### Routing congestion map, run 1

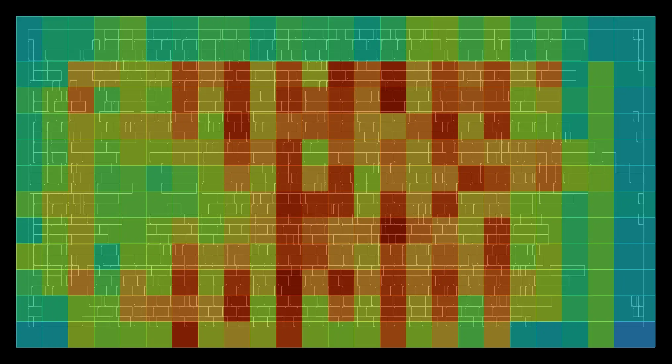
### The metal 2 layer, run 1

Scale bar: 50 um.
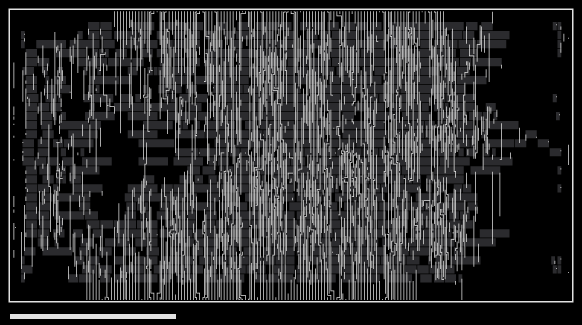
### Signal wires on met4, run 1

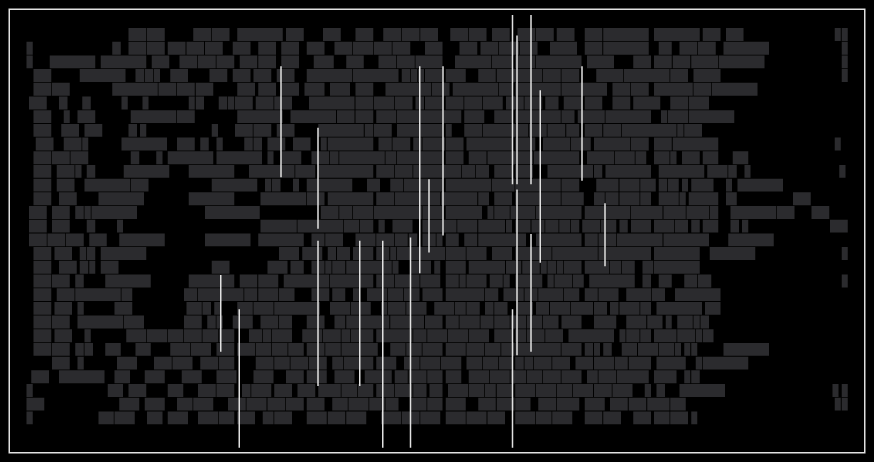
==> config.mk <==
export PLATFORM = sky130hd
export DESIGN_NAME = ddr_burst_arbiter_flat
export DESIGN_NICKNAME = d
export VERILOG_FILES = /design/src/rtl/ddr_burst_arbiter_pkg.sv /design/src/rtl/ddr_burst_arbiter_if.sv /design/src/rtl/ddr_burst_arbiter_beat_counter.sv /design/src/rtl/ddr_burst_arbiter.sv /design/src/flat_wrapper.sv
export SDC_FILE = /design/constraint.sdc
export NUM_CORES = 1
export LEC_CHECK = 0
export CAP_MARGIN = 10
export CORE_ASPECT_RATIO = 0.5
export CORE_MARGIN = 3
export CORE_UTILIZATION = 35
export CTS_CLUSTER_SIZE = 12
export DETAILED_ROUTE_END_ITERATION = 12
export PLACE_DENSITY = 0.79
export SLEW_MARGIN = 20
export SYNTH_ARGS = -nofsm -noshare
export SYNTH_HDL_FRONTEND = slang
export SYNTH_HIERARCHICAL = 1
export SYNTH_SLANG_ARGS = --single-unit
==> constraint.sdc <==
create_clock -name clk -period 2.05 [get_ports clk]
set_input_delay 0.41 -clock clk [delete_from_list [all_inputs] [get_ports clk]]
set_output_delay 0.41 -clock clk [all_outputs]
set_load 0.01 [all_outputs]
==> src/rtl/ddr_burst_arbiter_pkg.sv <==
// ddr_burst_arbiter_pkg
// Shared definitions for the DDR burst arbiter: default widths and depths,
// the state codes exported to the caches, grant identifiers, the data-cache
// command codes and the fixed-priority grant helper.
// No ports (package).
package ddr_burst_arbiter_pkg;

    localparam int DATA_WIDTH_DEF        = 16;
    localparam int ISA_WIDTH_DEF         = 16;
    localparam int DDR_ADDR_WIDTH_DEF    = 28;
    localparam int DATA_CACHE_DEPTH_DEF  = 16;
    localparam int INSTR_CACHE_DEPTH_DEF = 16;
    localparam int BURST_LEN_WIDTH_DEF   = 10;

    // Beat counters start at 2 so that during beat k they read k + 2.
    localparam int BEAT_CNT_LOAD = 2;

    // The numeric codes are visible to the caches. The data cache decodes
    // MEM_WRITE_DATA_STORE (9) to gate its write-back stream, so it must
    // never be renumbered.
    typedef enum logic [3:0] {
        IDLE                 = 4'd0,
        MEM_READ_INSTR       = 4'd2,
        MEM_READ_DATA        = 4'd5,
        MEM_WRITE_DATA_STORE = 4'd9,
        WAIT_RELEASE         = 4'd12
    } arb_state_e;

    typedef enum logic [1:0] {
        GNT_NONE    = 2'd0,
        GNT_INSTR   = 2'd1,
        GNT_DATA_RD = 2'd2,
        GNT_DATA_ST = 2'd3
    } grant_e;

    // Data-cache access commands (row-by-row / column-by-column transfers).
    typedef enum logic [1:0] {
        ROWXROW_LOAD  = 2'd0,
        ROWXROW_STORE = 2'd1,
        COLXCOL_LOAD  = 2'd2,
        COLXCOL_STORE = 2'd3
    } dcache_cmd_e;

    // Fixed priority: write-back first so a dirty line is never lost behind
    // a fill, then data fill, then instruction fill.
    function automatic grant_e pick_grant(input logic store_req,
                                          input logic data_rd_req,
                                          input logic instr_rd_req);
        if (store_req)    return GNT_DATA_ST;
        if (data_rd_req)  return GNT_DATA_RD;
        if (instr_rd_req) return GNT_INSTR;
        return GNT_NONE;
    endfunction

endpackage

==> src/rtl/ddr_burst_arbiter_if.sv <==
// ddr_burst_arbiter_if
// Burst read/write bus between the arbiter (master) and the DDR burst
// controller (slave).
//   rd_burst_req/len/addr       master -> slave  read burst request
//   rd_burst_data/_valid_ddr    slave  -> master read beat and strobe
//   rd_burst_finish             slave  -> master read complete pulse
//   wr_burst_req/len/addr       master -> slave  write burst request
//   wr_burst_data               master -> slave  write beat
//   wr_burst_data_req_ddr       slave  -> master write beat request
//   wr_burst_finish             slave  -> master write complete pulse
interface ddr_burst_arbiter_if
    import ddr_burst_arbiter_pkg::*;
#(
    parameter int DATA_WIDTH      = DATA_WIDTH_DEF,
    parameter int DDR_ADDR_WIDTH  = DDR_ADDR_WIDTH_DEF,
    parameter int BURST_LEN_WIDTH = BURST_LEN_WIDTH_DEF
);
    logic                       rd_burst_req;
    logic [BURST_LEN_WIDTH-1:0] rd_burst_len;
    logic [DDR_ADDR_WIDTH-1:0]  rd_burst_addr;
    logic [DATA_WIDTH-1:0]      rd_burst_data;
    logic                       rd_burst_data_valid_ddr;
    logic                       rd_burst_finish;
    logic                       wr_burst_req;
    logic [BURST_LEN_WIDTH-1:0] wr_burst_len;
    logic [DDR_ADDR_WIDTH-1:0]  wr_burst_addr;
    logic [DATA_WIDTH-1:0]      wr_burst_data;
    logic                       wr_burst_data_req_ddr;
    logic                       wr_burst_finish;

    modport master (
        output rd_burst_req, rd_burst_len, rd_burst_addr,
        input  rd_burst_data, rd_burst_data_valid_ddr, rd_burst_finish,
        output wr_burst_req, wr_burst_len, wr_burst_addr, wr_burst_data,
        input  wr_burst_data_req_ddr, wr_burst_finish
    );

    modport slave (
        input  rd_burst_req, rd_burst_len, rd_burst_addr,
        output rd_burst_data, rd_burst_data_valid_ddr, rd_burst_finish,
        input  wr_burst_req, wr_burst_len, wr_burst_addr, wr_burst_data,
        output wr_burst_data_req_ddr, wr_burst_finish
    );

endinterface

==> src/rtl/ddr_burst_arbiter_beat_counter.sv <==
// burst_beat_counter
// Per-cache read beat counter: load a start value, count up on each beat,
// saturate at all-ones, clear back to zero.
//   clk, rst   clock, asynchronous active-low reset
//   load       load BEAT_CNT_LOAD (burst granted)
//   inc        count one beat
//   clr        clear to zero (highest precedence)
//   cnt        current count
module burst_beat_counter
    import ddr_burst_arbiter_pkg::*;
#(
    parameter int WIDTH = BURST_LEN_WIDTH_DEF
) (
    input  logic             clk,
    input  logic             rst,
    input  logic             load,
    input  logic             inc,
    input  logic             clr,
    output logic [WIDTH-1:0] cnt
);

    logic [WIDTH-1:0] cnt_d;
    logic [WIDTH-1:0] cnt_q;

    always_comb begin
        cnt_d = cnt_q;
        if (clr) begin
            cnt_d = '0;
        end else if (load) begin
            cnt_d = WIDTH'(BEAT_CNT_LOAD);
        end else if (inc && (cnt_q != {WIDTH{1'b1}})) begin
            cnt_d = cnt_q + 1'b1;
        end
    end

    always_ff @(posedge clk or negedge rst) begin
        if (!rst) begin
            cnt_q <= '0;
        end else begin
            cnt_q <= cnt_d;
        end
    end

    assign cnt = cnt_q;

endmodule

==> src/rtl/ddr_burst_arbiter.sv <==
// ddr_burst_arbiter
// Arbitrates instruction line fills, data line fills and data line
// write-backs onto one DDR burst controller, one burst at a time.
//   clk, rst                      clock, asynchronous active-low reset
//   INSTR_read_req/_addr          instruction line fill request
//   INSTR_to_cache, rd_cnt_instr  instruction beat and beat index + 2
//   DATA_read_req/_addr           data line fill request
//   DATA_store_req/_write_addr    data line write-back request
//   DATA_to_ddr                   write-back beat (one cycle after beat req)
//   DATA_to_cache, rd_cnt_data    data beat and beat index + 2
//   rd_burst_data_valid           read beat strobe to both caches
//   wr_burst_data_req             write beat request to the data cache
//   state_interface_module        current state code
//   ddr                           burst bus to the DDR controller
//
// state                | meaning
// IDLE (0)             | no burst; grant store > data read > instr read
// MEM_READ_INSTR (2)   | instruction line fill in flight
// MEM_READ_DATA (5)    | data line fill in flight
// MEM_WRITE_DATA_STORE | data line write-back in flight (code 9)
// WAIT_RELEASE (12)    | burst done; hold counters until requester drops
module ddr_burst_arbiter
    import ddr_burst_arbiter_pkg::*;
#(
    parameter int DATA_WIDTH        = DATA_WIDTH_DEF,
    parameter int ISA_WIDTH         = ISA_WIDTH_DEF,
    parameter int DDR_ADDR_WIDTH    = DDR_ADDR_WIDTH_DEF,
    parameter int DATA_CACHE_DEPTH  = DATA_CACHE_DEPTH_DEF,
    parameter int INSTR_CACHE_DEPTH = INSTR_CACHE_DEPTH_DEF,
    parameter int BURST_LEN_WIDTH   = BURST_LEN_WIDTH_DEF
) (
    input  logic                       clk,
    input  logic                       rst,
    input  logic                       INSTR_read_req,
    input  logic [DDR_ADDR_WIDTH-1:0]  INSTR_read_addr,
    output logic [ISA_WIDTH-1:0]       INSTR_to_cache,
    output logic [BURST_LEN_WIDTH-1:0] rd_cnt_instr,
    input  logic                       DATA_read_req,
    input  logic [DDR_ADDR_WIDTH-1:0]  DATA_read_addr,
    input  logic                       DATA_store_req,
    input  logic [DDR_ADDR_WIDTH-1:0]  DATA_write_addr,
    input  logic [DATA_WIDTH-1:0]      DATA_to_ddr,
    output logic [DATA_WIDTH-1:0]      DATA_to_cache,
    output logic [BURST_LEN_WIDTH-1:0] rd_cnt_data,
    output logic                       rd_burst_data_valid,
    output logic                       wr_burst_data_req,
    output logic [3:0]                 state_interface_module,
    ddr_burst_arbiter_if.master        ddr
);

    arb_state_e                 state_d, state_q;
    grant_e                     grant_d, grant_q;
    logic                       rd_burst_req_d, rd_burst_req_q;
    logic [BURST_LEN_WIDTH-1:0] rd_burst_len_d, rd_burst_len_q;
    logic [DDR_ADDR_WIDTH-1:0]  rd_burst_addr_d, rd_burst_addr_q;
    logic                       wr_burst_req_d, wr_burst_req_q;
    logic [BURST_LEN_WIDTH-1:0] wr_burst_len_d, wr_burst_len_q;
    logic [DDR_ADDR_WIDTH-1:0]  wr_burst_addr_d, wr_burst_addr_q;

    logic cnt_instr_load;
    logic cnt_data_load;
    logic cnt_clr;
    logic granted_req;
    logic in_read_instr;
    logic in_read_data;
    logic in_write;

    assign in_read_instr = (state_q == MEM_READ_INSTR);
    assign in_read_data  = (state_q == MEM_READ_DATA);
    assign in_write      = (state_q == MEM_WRITE_DATA_STORE);

    always_comb begin
        case (grant_q)
            GNT_INSTR:   granted_req = INSTR_read_req;
            GNT_DATA_RD: granted_req = DATA_read_req;
            GNT_DATA_ST: granted_req = DATA_store_req;
            default:     granted_req = 1'b0;
        endcase
    end

    always_comb begin
        state_d         = state_q;
        grant_d         = grant_q;
        rd_burst_req_d  = rd_burst_req_q;
        rd_burst_len_d  = rd_burst_len_q;
        rd_burst_addr_d = rd_burst_addr_q;
        wr_burst_req_d  = wr_burst_req_q;
        wr_burst_len_d  = wr_burst_len_q;
        wr_burst_addr_d = wr_burst_addr_q;
        cnt_instr_load  = 1'b0;
        cnt_data_load   = 1'b0;
        cnt_clr         = 1'b0;

        case (state_q)
            IDLE: begin
                grant_d = pick_grant(DATA_store_req, DATA_read_req, INSTR_read_req);
                case (grant_d)
                    GNT_DATA_ST: begin
                        state_d         = MEM_WRITE_DATA_STORE;
                        wr_burst_req_d  = 1'b1;
                        wr_burst_len_d  = BURST_LEN_WIDTH'(DATA_CACHE_DEPTH);
                        wr_burst_addr_d = DATA_write_addr;
                    end
                    GNT_DATA_RD: begin
                        state_d         = MEM_READ_DATA;
                        rd_burst_req_d  = 1'b1;
                        rd_burst_len_d  = BURST_LEN_WIDTH'(DATA_CACHE_DEPTH);
                        rd_burst_addr_d = DATA_read_addr;
                        cnt_data_load   = 1'b1;
                    end
                    GNT_INSTR: begin
                        state_d         = MEM_READ_INSTR;
                        rd_burst_req_d  = 1'b1;
                        rd_burst_len_d  = BURST_LEN_WIDTH'(INSTR_CACHE_DEPTH);
                        rd_burst_addr_d = INSTR_read_addr;
                        cnt_instr_load  = 1'b1;
                    end
                    default: ;
                endcase
            end
            MEM_READ_INSTR, MEM_READ_DATA: begin
                // The controller has accepted the request once beats flow.
                if (ddr.rd_burst_data_valid_ddr || ddr.rd_burst_finish) begin
                    rd_burst_req_d = 1'b0;
                end
                if (ddr.rd_burst_finish) begin
                    state_d = WAIT_RELEASE;
                end
            end
            MEM_WRITE_DATA_STORE: begin
                if (ddr.wr_burst_data_req_ddr || ddr.wr_burst_finish) begin
                    wr_burst_req_d = 1'b0;
                end
                if (ddr.wr_burst_finish) begin
                    state_d = WAIT_RELEASE;
                end
            end
            WAIT_RELEASE: begin
                // Going through IDLE for one cycle keeps a still-high request
                // from the same cache from being re-granted by accident.
                if (!granted_req) begin
                    cnt_clr = 1'b1;
                    grant_d = GNT_NONE;
                    state_d = IDLE;
                end
            end
            default: begin
                state_d = IDLE;
                grant_d = GNT_NONE;
            end
        endcase
    end

    always_ff @(posedge clk or negedge rst) begin
        if (!rst) begin
            state_q         <= IDLE;
            grant_q         <= GNT_NONE;
            rd_burst_req_q  <= 1'b0;
            rd_burst_len_q  <= '0;
            rd_burst_addr_q <= '0;
            wr_burst_req_q  <= 1'b0;
            wr_burst_len_q  <= '0;
            wr_burst_addr_q <= '0;
        end else begin
            state_q         <= state_d;
            grant_q         <= grant_d;
            rd_burst_req_q  <= rd_burst_req_d;
            rd_burst_len_q  <= rd_burst_len_d;
            rd_burst_addr_q <= rd_burst_addr_d;
            wr_burst_req_q  <= wr_burst_req_d;
            wr_burst_len_q  <= wr_burst_len_d;
            wr_burst_addr_q <= wr_burst_addr_d;
        end
    end

    burst_beat_counter #(.WIDTH(BURST_LEN_WIDTH)) u_cnt_instr (
        .clk  (clk),
        .rst  (rst),
        .load (cnt_instr_load),
        .inc  (in_read_instr && ddr.rd_burst_data_valid_ddr),
        .clr  (cnt_clr),
        .cnt  (rd_cnt_instr)
    );

    burst_beat_counter #(.WIDTH(BURST_LEN_WIDTH)) u_cnt_data (
        .clk  (clk),
        .rst  (rst),
        .load (cnt_data_load),
        .inc  (in_read_data && ddr.rd_burst_data_valid_ddr),
        .clr  (cnt_clr),
        .cnt  (rd_cnt_data)
    );

    // Beat paths are combinational so the caches see beats in the same cycle
    // the controller presents them; only the granted side gets non-zero data.
    assign rd_burst_data_valid = (in_read_instr || in_read_data) && ddr.rd_burst_data_valid_ddr;
    assign INSTR_to_cache      = in_read_instr ? ddr.rd_burst_data[ISA_WIDTH-1:0] : '0;
    assign DATA_to_cache       = in_read_data ? ddr.rd_burst_data : '0;
    assign wr_burst_data_req   = in_write && ddr.wr_burst_data_req_ddr;
    assign ddr.wr_burst_data   = in_write ? DATA_to_ddr : '0;

    assign ddr.rd_burst_req    = rd_burst_req_q;
    assign ddr.rd_burst_len    = rd_burst_len_q;
    assign ddr.rd_burst_addr   = rd_burst_addr_q;
    assign ddr.wr_burst_req    = wr_burst_req_q;
    assign ddr.wr_burst_len    = wr_burst_len_q;
    assign ddr.wr_burst_addr   = wr_burst_addr_q;

    assign state_interface_module = state_q;

endmodule

==> src/flat_wrapper.sv <==
// flat-port wrapper written by rule: the top's interface ports become plain ports
module ddr_burst_arbiter_flat import ddr_burst_arbiter_pkg::*;
#(
    parameter int DATA_WIDTH        = DATA_WIDTH_DEF,
    parameter int ISA_WIDTH         = ISA_WIDTH_DEF,
    parameter int DDR_ADDR_WIDTH    = DDR_ADDR_WIDTH_DEF,
    parameter int DATA_CACHE_DEPTH  = DATA_CACHE_DEPTH_DEF,
    parameter int INSTR_CACHE_DEPTH = INSTR_CACHE_DEPTH_DEF,
    parameter int BURST_LEN_WIDTH   = BURST_LEN_WIDTH_DEF
)
  (clk, rst, INSTR_read_req, INSTR_read_addr, INSTR_to_cache, rd_cnt_instr, DATA_read_req, DATA_read_addr, DATA_store_req, DATA_write_addr, DATA_to_ddr, DATA_to_cache, rd_cnt_data, rd_burst_data_valid, wr_burst_data_req, state_interface_module, ddr_rd_burst_req, ddr_rd_burst_len, ddr_rd_burst_addr, ddr_rd_burst_data, ddr_rd_burst_data_valid_ddr, ddr_rd_burst_finish, ddr_wr_burst_req, ddr_wr_burst_len, ddr_wr_burst_addr, ddr_wr_burst_data, ddr_wr_burst_data_req_ddr, ddr_wr_burst_finish);
  ddr_burst_arbiter_if #(.DATA_WIDTH(DATA_WIDTH), .DDR_ADDR_WIDTH(DDR_ADDR_WIDTH), .BURST_LEN_WIDTH(BURST_LEN_WIDTH)) ddr_i ();
  input  logic clk;
  input  logic rst;
  input  logic INSTR_read_req;
  input  logic [DDR_ADDR_WIDTH-1:0] INSTR_read_addr;
  output logic [ISA_WIDTH-1:0] INSTR_to_cache;
  output logic [BURST_LEN_WIDTH-1:0] rd_cnt_instr;
  input  logic DATA_read_req;
  input  logic [DDR_ADDR_WIDTH-1:0] DATA_read_addr;
  input  logic DATA_store_req;
  input  logic [DDR_ADDR_WIDTH-1:0] DATA_write_addr;
  input  logic [DATA_WIDTH-1:0] DATA_to_ddr;
  output logic [DATA_WIDTH-1:0] DATA_to_cache;
  output logic [BURST_LEN_WIDTH-1:0] rd_cnt_data;
  output logic rd_burst_data_valid;
  output logic wr_burst_data_req;
  output logic [3:0] state_interface_module;
  output wire logic [$bits(ddr_i.rd_burst_req)-1:0] ddr_rd_burst_req;
  output wire logic [$bits(ddr_i.rd_burst_len)-1:0] ddr_rd_burst_len;
  output wire logic [$bits(ddr_i.rd_burst_addr)-1:0] ddr_rd_burst_addr;
  input wire logic [$bits(ddr_i.rd_burst_data)-1:0] ddr_rd_burst_data;
  input wire logic [$bits(ddr_i.rd_burst_data_valid_ddr)-1:0] ddr_rd_burst_data_valid_ddr;
  input wire logic [$bits(ddr_i.rd_burst_finish)-1:0] ddr_rd_burst_finish;
  output wire logic [$bits(ddr_i.wr_burst_req)-1:0] ddr_wr_burst_req;
  output wire logic [$bits(ddr_i.wr_burst_len)-1:0] ddr_wr_burst_len;
  output wire logic [$bits(ddr_i.wr_burst_addr)-1:0] ddr_wr_burst_addr;
  output wire logic [$bits(ddr_i.wr_burst_data)-1:0] ddr_wr_burst_data;
  input wire logic [$bits(ddr_i.wr_burst_data_req_ddr)-1:0] ddr_wr_burst_data_req_ddr;
  input wire logic [$bits(ddr_i.wr_burst_finish)-1:0] ddr_wr_burst_finish;
  assign ddr_rd_burst_req = ddr_i.rd_burst_req;
  assign ddr_rd_burst_len = ddr_i.rd_burst_len;
  assign ddr_rd_burst_addr = ddr_i.rd_burst_addr;
  assign ddr_i.rd_burst_data = ddr_rd_burst_data;
  assign ddr_i.rd_burst_data_valid_ddr = ddr_rd_burst_data_valid_ddr;
  assign ddr_i.rd_burst_finish = ddr_rd_burst_finish;
  assign ddr_wr_burst_req = ddr_i.wr_burst_req;
  assign ddr_wr_burst_len = ddr_i.wr_burst_len;
  assign ddr_wr_burst_addr = ddr_i.wr_burst_addr;
  assign ddr_wr_burst_data = ddr_i.wr_burst_data;
  assign ddr_i.wr_burst_data_req_ddr = ddr_wr_burst_data_req_ddr;
  assign ddr_i.wr_burst_finish = ddr_wr_burst_finish;
  ddr_burst_arbiter #(.DATA_WIDTH(DATA_WIDTH), .ISA_WIDTH(ISA_WIDTH), .DDR_ADDR_WIDTH(DDR_ADDR_WIDTH), .DATA_CACHE_DEPTH(DATA_CACHE_DEPTH), .INSTR_CACHE_DEPTH(INSTR_CACHE_DEPTH), .BURST_LEN_WIDTH(BURST_LEN_WIDTH)) u_core (.clk(clk), .rst(rst), .INSTR_read_req(INSTR_read_req), .INSTR_read_addr(INSTR_read_addr), .INSTR_to_cache(INSTR_to_cache), .rd_cnt_instr(rd_cnt_instr), .DATA_read_req(DATA_read_req), .DATA_read_addr(DATA_read_addr), .DATA_store_req(DATA_store_req), .DATA_write_addr(DATA_write_addr), .DATA_to_ddr(DATA_to_ddr), .DATA_to_cache(DATA_to_cache), .rd_cnt_data(rd_cnt_data), .rd_burst_data_valid(rd_burst_data_valid), .wr_burst_data_req(wr_burst_data_req), .state_interface_module(state_interface_module), .ddr(ddr_i));
endmodule
==> job_summary.md, run 1 <==
### Flow metrics

| Metric | Value |
|---|---|
| Status | finished, violations left |
| Failing checks | setup timing |
| Yosys xor share | 0.0168 |
| Reg-to-reg endpoint | u_core/state_interface_module[3] |
| Max-capacitance violation count | 0 |
| Hpwl dp | 11,700 um |
| HP Class | flip-flop to flip-flop |
| Critical path depth | 7 |
| Row cnt | 29 |
| Vias in the first global route | 4,645 |
| Pre-antenna DRT Iters | 4 |
| Logic share of the area | 0.288 |
| H-tree levels | 3 |
| Most frequent logic cell in the layout | clkdlybuf4s50_1 |
| Finished Layout Cells | 962 |
| CTS Buf Count | 9 |
| Max Used Layer | met4 |
| Post-placement cell count | 892 |
| Most common cell in the synthesized netlist | dfrtp_1 |
| Die Y | 87.8 um |
| CP max stage delay | 0.44 ns |
| Crit path top cell by count | buf_6 |
| Dominant combinational family | simple AND/OR/NAND/NOR gates |
| Sequential cells | 86 |
| Placer Congestion | 0.858 |
| R2R Setup Slk | -0.23 ns |
| Drt via density | 4.94 |
| Pre-CTS setup slack | -0.369 ns |
| Final setup fails | 74 |
| Floorplan core density | 0.364 |
| Clock Buffer Count | 10 |
| Top area contributor share | 0.459 |
| Chip area in the Yosys report | 4690 um^2 |
| Setup TNS | -10.43 ns |
| Top Consumer | combinational logic |
| N_taps | 170 |
| Ao+oa area frac | 0.0926 |
| Final worst slack | -0.250 ns |
| Clock Power Share | 0.192 |
| Setup crit end | ddr_wr_burst_data[15] |
| Reg-to-Reg Start | u_core/state_interface_module[0] |
| Mi-comb count | 324 |
| Inverters | 7 |
| Reg power frac | 0.286 |
| Final nets | 918 |
| P per Cell Area | 1090 nW/um^2 |
| Insertion Delay late pin | 0.33 ns |
| Clk buf depth | 2 |
| Worst-Margin Slew | 0.566 ns |
| Met2 wire length | 10,200 um |
| YS warnings | 6 |
| ANT nets after route | 0 |
| Max IR drop VDD | 0.525 mV |
| Crit path kind | flip-flop to primary output |
| Hold buffers post-CTS | 1 |
| Number of DRC markers in iteration 0 | 230 |
| Seq cells post-synth | 86 |
| Most frequent cells after synthesis | dfrtp_1 (86), and2_1 (56), nor2_1 (42) |
| Clock-net power | 1.89 mW |
| PortBufs | 258 |
| Met3 Usage GRT | 0.0370 |
| GR Util met2 | 0.391 |
| Final Instance Area | 9000 um^2 |
| GR Layer Usage met1 | 0.265 |
| P_sw | 3.29 mW |
| Buffers excl. clock | 359 |
| CTS tree | done |
| Worst path arrival time | 1.89 ns |
| Synth Area in Adders | 0.0160 |
| Die W | 170 um |
| Max Slew Vio Count | 0 |
| Unrepaired setup endpoints after global routing | true |
| HP Start | u_core/ddr.rd_burst_len[4] |
| Via count | 4,749 |
| Initial antenna violation count | 0 |
| Worst path cell trace | buf_12, nor4bb_4, buf_4, buf_6, buf_6, and2_4, buf_6 |
| First-pass GRT wire length | 25,200 um |
| Seq/Total Area, Yosys | 0.459 |
| Cell count of the worst reg-to-reg path | 10 |
| Ant. Diodes | 0 |
| Comb. pwr | 5.14 mW |
| Clock period minus worst slack | 2.30 ns |
| Top post-synthesis cells by area | dfrtp_1 (46%), and2_1 (7.5%), mux2i_1 (7.0%) |
| Critical path's top delay family | buffers and inverters |
| Routed WL | 18,900 um |
Notes on 'Routing congestion map' above:
final cell utilization of the core: 0.698
Tot GR Track Use: 0.213
average wire per standard cell: 19.7 um
GR peak layer: met2

Notes on 'The metal 2 layer' above:
The longest straight run is 46.1 um. The wires run mostly vertical.

Notes on 'Signal wires on met4' above:
20 nets have wire on it. The layer holds 2.9% of the routed length.

--- run 2 (diff from run 1) ---
Clock period 2.05 ns to 2.01 ns, I/O delays scaled along.
### Met3 routing, run 2

Scale bar: 50 um.
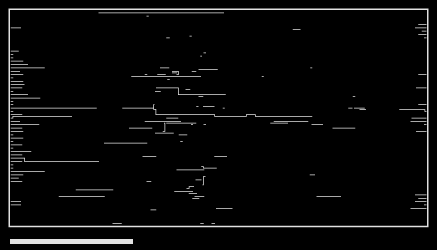
105 nets have wire on it. The layer holds 4.4% of the routed length. The longest straight run is 50.8 um. The wires run mostly horizontal. The layer carries 801 um of wire.

### Metal 1, run 2

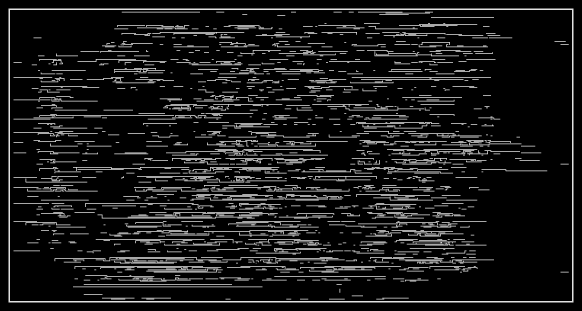
The layer holds 38% of the routed length. The wires run mostly horizontal.

==> run 2 against run 1 <==
The run still ends with setup timing left. Die size unchanged. Sequential power increased by 2%. Hold slack got worse by 0.41 ns. Largest power group unchanged.
==> job_summary.md, run 2 <==
### Flow metrics

| Metric | Value |
|---|---|
| H-tree levels | 3 (unchanged) |
| Worst-Margin Slew | 0.589 ns (+0.0227 ns) |
| Final setup fails | 69 (-6.8%) |
| CP max stage delay | 0.47 ns (+0.03 ns) |
| Status | finished, violations left |
| Setup TNS | -10.99 ns (-0.557 ns) |
| Ant. Diodes | 0 (unchanged) |
| Clock Power Share | 0.175 (-0.017) |
| Clock Buffer Count | 9 (-1) |
| Max IR drop VDD | 0.548 mV (+4.5%) |
| HP Class | input pin to async pin |
| First-pass GRT wire length | 25,600 um (+1.5%) |
| Crit path kind | flip-flop to flip-flop |
| Reg-to-reg endpoint | u_core/u_cnt_instr/cnt[7] |
| Clock-net power | 1.68 mW (-11%) |
| YS warnings | 6 (unchanged) |
| Die W | 170 um (unchanged) |
| Tot GR Track Use | 0.218 (+0.00469) |
| Synth Area in Adders | 0.0160 (unchanged) |
| Max Used Layer | met4 |
| Yosys xor share | 0.0168 (unchanged) |
| Vias in the first global route | 4,772 (+2.7%) |
| Seq cells post-synth | 86 (unchanged) |
| P per Cell Area | 1080 nW/um^2 (-1.4%) |
| Ao+oa area frac | 0.0926 (unchanged) |
| Via count | 4,738 (-0.23%) |
| Final worst slack | -0.273 ns (-0.0222 ns) |
| Max-capacitance violation count | 0 (unchanged) |
| CTS tree | done |
| N_taps | 170 (unchanged) |
| Final nets | 921 (+0.33%) |
| Failing checks | setup timing |
| Top area contributor share | 0.459 (unchanged) |
| Comb. pwr | 5.04 mW (-2%) |
| Met3 Usage GRT | 0.0514 (+0.0144) |
| Max Slew Vio Count | 0 (unchanged) |
| Row cnt | 29 (unchanged) |
| P_sw | 3.24 mW (-1.5%) |
| Initial antenna violation count | 0 (unchanged) |
| Drt via density | 4.91 (-0.54%) |
| Reg power frac | 0.300 (+0.014) |
| Die Y | 87.8 um (unchanged) |
| PortBufs | 258 (unchanged) |
| Final Instance Area | 8910 um^2 (-1.0%) |
| Final cell utilization of the core | 0.691 (-0.00699) |
| Buffers excl. clock | 362 (+0.84%) |
| Crit path top cell by count | buf_6 |
| Insertion Delay late pin | 0.34 ns (about the same) |
| Hpwl dp | 11,600 um (-0.65%) |
| Clock period minus worst slack | 2.28 ns |
| Clk buf depth | 2 (unchanged) |
| Setup crit end | u_core/u_cnt_instr/cnt[7] |
| Logic share of the area | 0.291 (+0.00249) |
--- run 3 (diff from run 2) ---
==> constraint.sdc (replaced) <==
create_clock -name clk -period 2.01 [get_ports clk]
set_input_delay 0.201 -clock clk [delete_from_list [all_inputs] [get_ports clk]]
set_output_delay 0.201 -clock clk [all_outputs]
set_load 0.01 [all_outputs]
### Routing congestion map, run 3

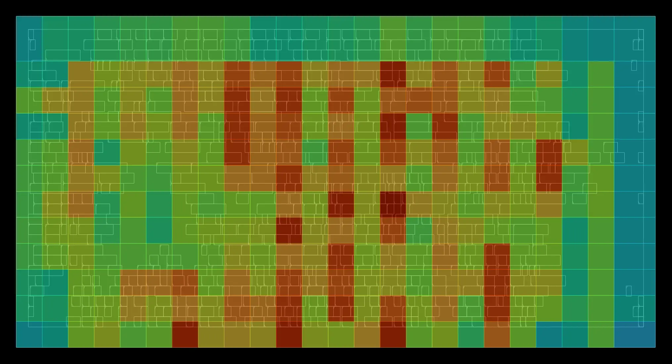
met3 Usage GRT: 0.0383
GR Layer Usage met1: 0.254
GR Util met2: 0.361
Tot GR Track Use: 0.201
final cell utilization of the core: 0.639

### Metal 1, run 3

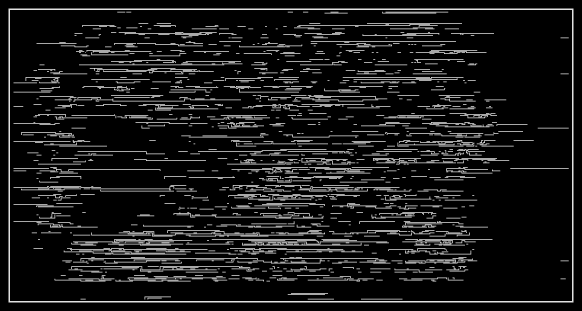
The layer carries 6,690 um of wire. The longest straight run is 53.4 um. 803 nets have wire on it.

==> run 3 against run 2 <==
The run still ends with setup timing left. Critical path depth is 1 lower. Largest power group unchanged. Final cell count is 2.8% lower. Synthesized cell count stayed put. Fmax is 8.8% higher. Critical endpoint is now u_core/state_interface_module[0].
==> job_summary.md, run 3 <==
### Flow metrics

| Metric | Value |
|---|---|
| Status | finished, violations left |
| Failing checks | setup timing |
| Pleak | 3.68 nW |
| Crit path kind | flip-flop to flip-flop |
| Hpwl dp | 11,900 um (+2.4%) |
| Peak Freq | 477 MHz |
| Setup TNS | -0.321 ns (+10.67 ns) |
| Clock Power Share | 0.188 (+0.013) |
| Area share of and/or/nand/nor cells after synthesis | 0.200 |
| Unrepaired setup endpoints after global routing | true |
| Clk buf depth | 2 (unchanged) |
| Sequential cells | 86 |
| Critical path origin | u_core/state_interface_module[0] |
| Row cnt | 29 (unchanged) |
| Seq area share | 0.262 |
| Biggest Area Class | buffers |
| Final setup fails | 6 (-91%) |
| HP Class | input pin to async pin |
| H-tree levels | 3 (unchanged) |
| Logic share of the area | 0.290 (-0.000601) |
| Critical path's top delay family | buffers and inverters |
| Final nets | 895 (-2.8%) |
| Clock Sinks | 86 |
| Setup crit end | u_core/state_interface_module[0] |
| Clock-net power | 1.75 mW (+4%) |
| Total internal power | 6.27 mW |
| Clock Buffer Count | 10 (+1) |
| Finished Layout Cells | 938 |
| Worst path required time | 2.23 ns |
| Routed WL | 15,700 um |
| Max-capacitance violation count | 0 (unchanged) |
| Commonest register cell after synthesis | dfrtp_1 |
| Pre-CTS setup slack | -0.297 ns |
| Die W | 170 um (unchanged) |
| CP max stage delay | 0.46 ns (about the same) |
| Filler Cell Count | 997 |
| Most common cell in the synthesized netlist | dfrtp_1 |
| Vias in the first global route | 4,435 (-7.1%) |
| Synth Area in Adders | 0.0160 (unchanged) |
| Ao+oa area frac | 0.0926 (unchanged) |
| Top area contributor share | 0.459 (unchanged) |
| Critical path depth | 8 |
| Hold Vio Cnt, Final | 0 |
| Seq cells post-synth | 86 (unchanged) |
| Dominant combinational family | simple AND/OR/NAND/NOR gates |
| Top post-synthesis cells by area | dfrtp_1 (46%), and2_1 (7.5%), mux2i_1 (7.0%) |
| Initial antenna violation count | 0 (unchanged) |
| Final Instance Area | 8230 um^2 (-7.6%) |
| Reg-to-reg endpoint | u_core/state_interface_module[0] |
| Async S/R FF share, synth | 1.00 |
| CP bufs+invs | 4 |
| Ant. Diodes | 0 (unchanged) |
| YS warnings | 6 (unchanged) |
| Resized cells post-CTS | 76 |
| Distinct cells, synth | 55 |
| Insertion Delay late pin | 0.34 ns (about the same) |
| P per Cell Area | 1130 nW/um^2 (+4.8%) |
| Reg power frac | 0.308 (+0.008) |
| CTS Buf Count | 9 |
| First-pass GRT wire length | 23,600 um (-7.5%) |
| Comb. pwr | 4.69 mW (-6.9%) |
| N_taps | 170 (unchanged) |
| Clock period minus worst slack | 2.10 ns (-0.185 ns) |
| Max IR drop VDD | 0.497 mV (-9.3%) |
| Max Slew Vio Count | 0 (unchanged) |
| Seq/Total Area, Yosys | 0.459 |
| Yosys xor share | 0.0168 (unchanged) |
| Buffers excl. clock | 336 (-7.2%) |
| Final worst slack | -0.0879 ns (+0.185 ns) |
| Most frequent logic cell in the layout | clkdlybuf4s50_1 |
| Share of cells above drive strength 1 | 0.284 |
| Top Consumer | combinational logic |
| PortBufs | 258 (unchanged) |
| Hold_ws | 0.352 ns |
| Via count | 4,430 (-6.5%) |
| Drt via density | 4.72 (-3.8%) |
| Crit path top cell by count | buf_6 |
| Crit. End Element | flip-flop |
| CTS tree | done |
| Die Y | 87.8 um (unchanged) |
| Max Used Layer | met4 |
| R2R Setup Slk | -0.09 ns |
| Largest net degree at the start of global routing | 39 |
| GR peak layer | met2 |
| Cell count of the worst reg-to-reg path | 8 |
| P_sw | 3.03 mW (-6.5%) |
No activity file was given, so power comes from the tool's default toggle rates.
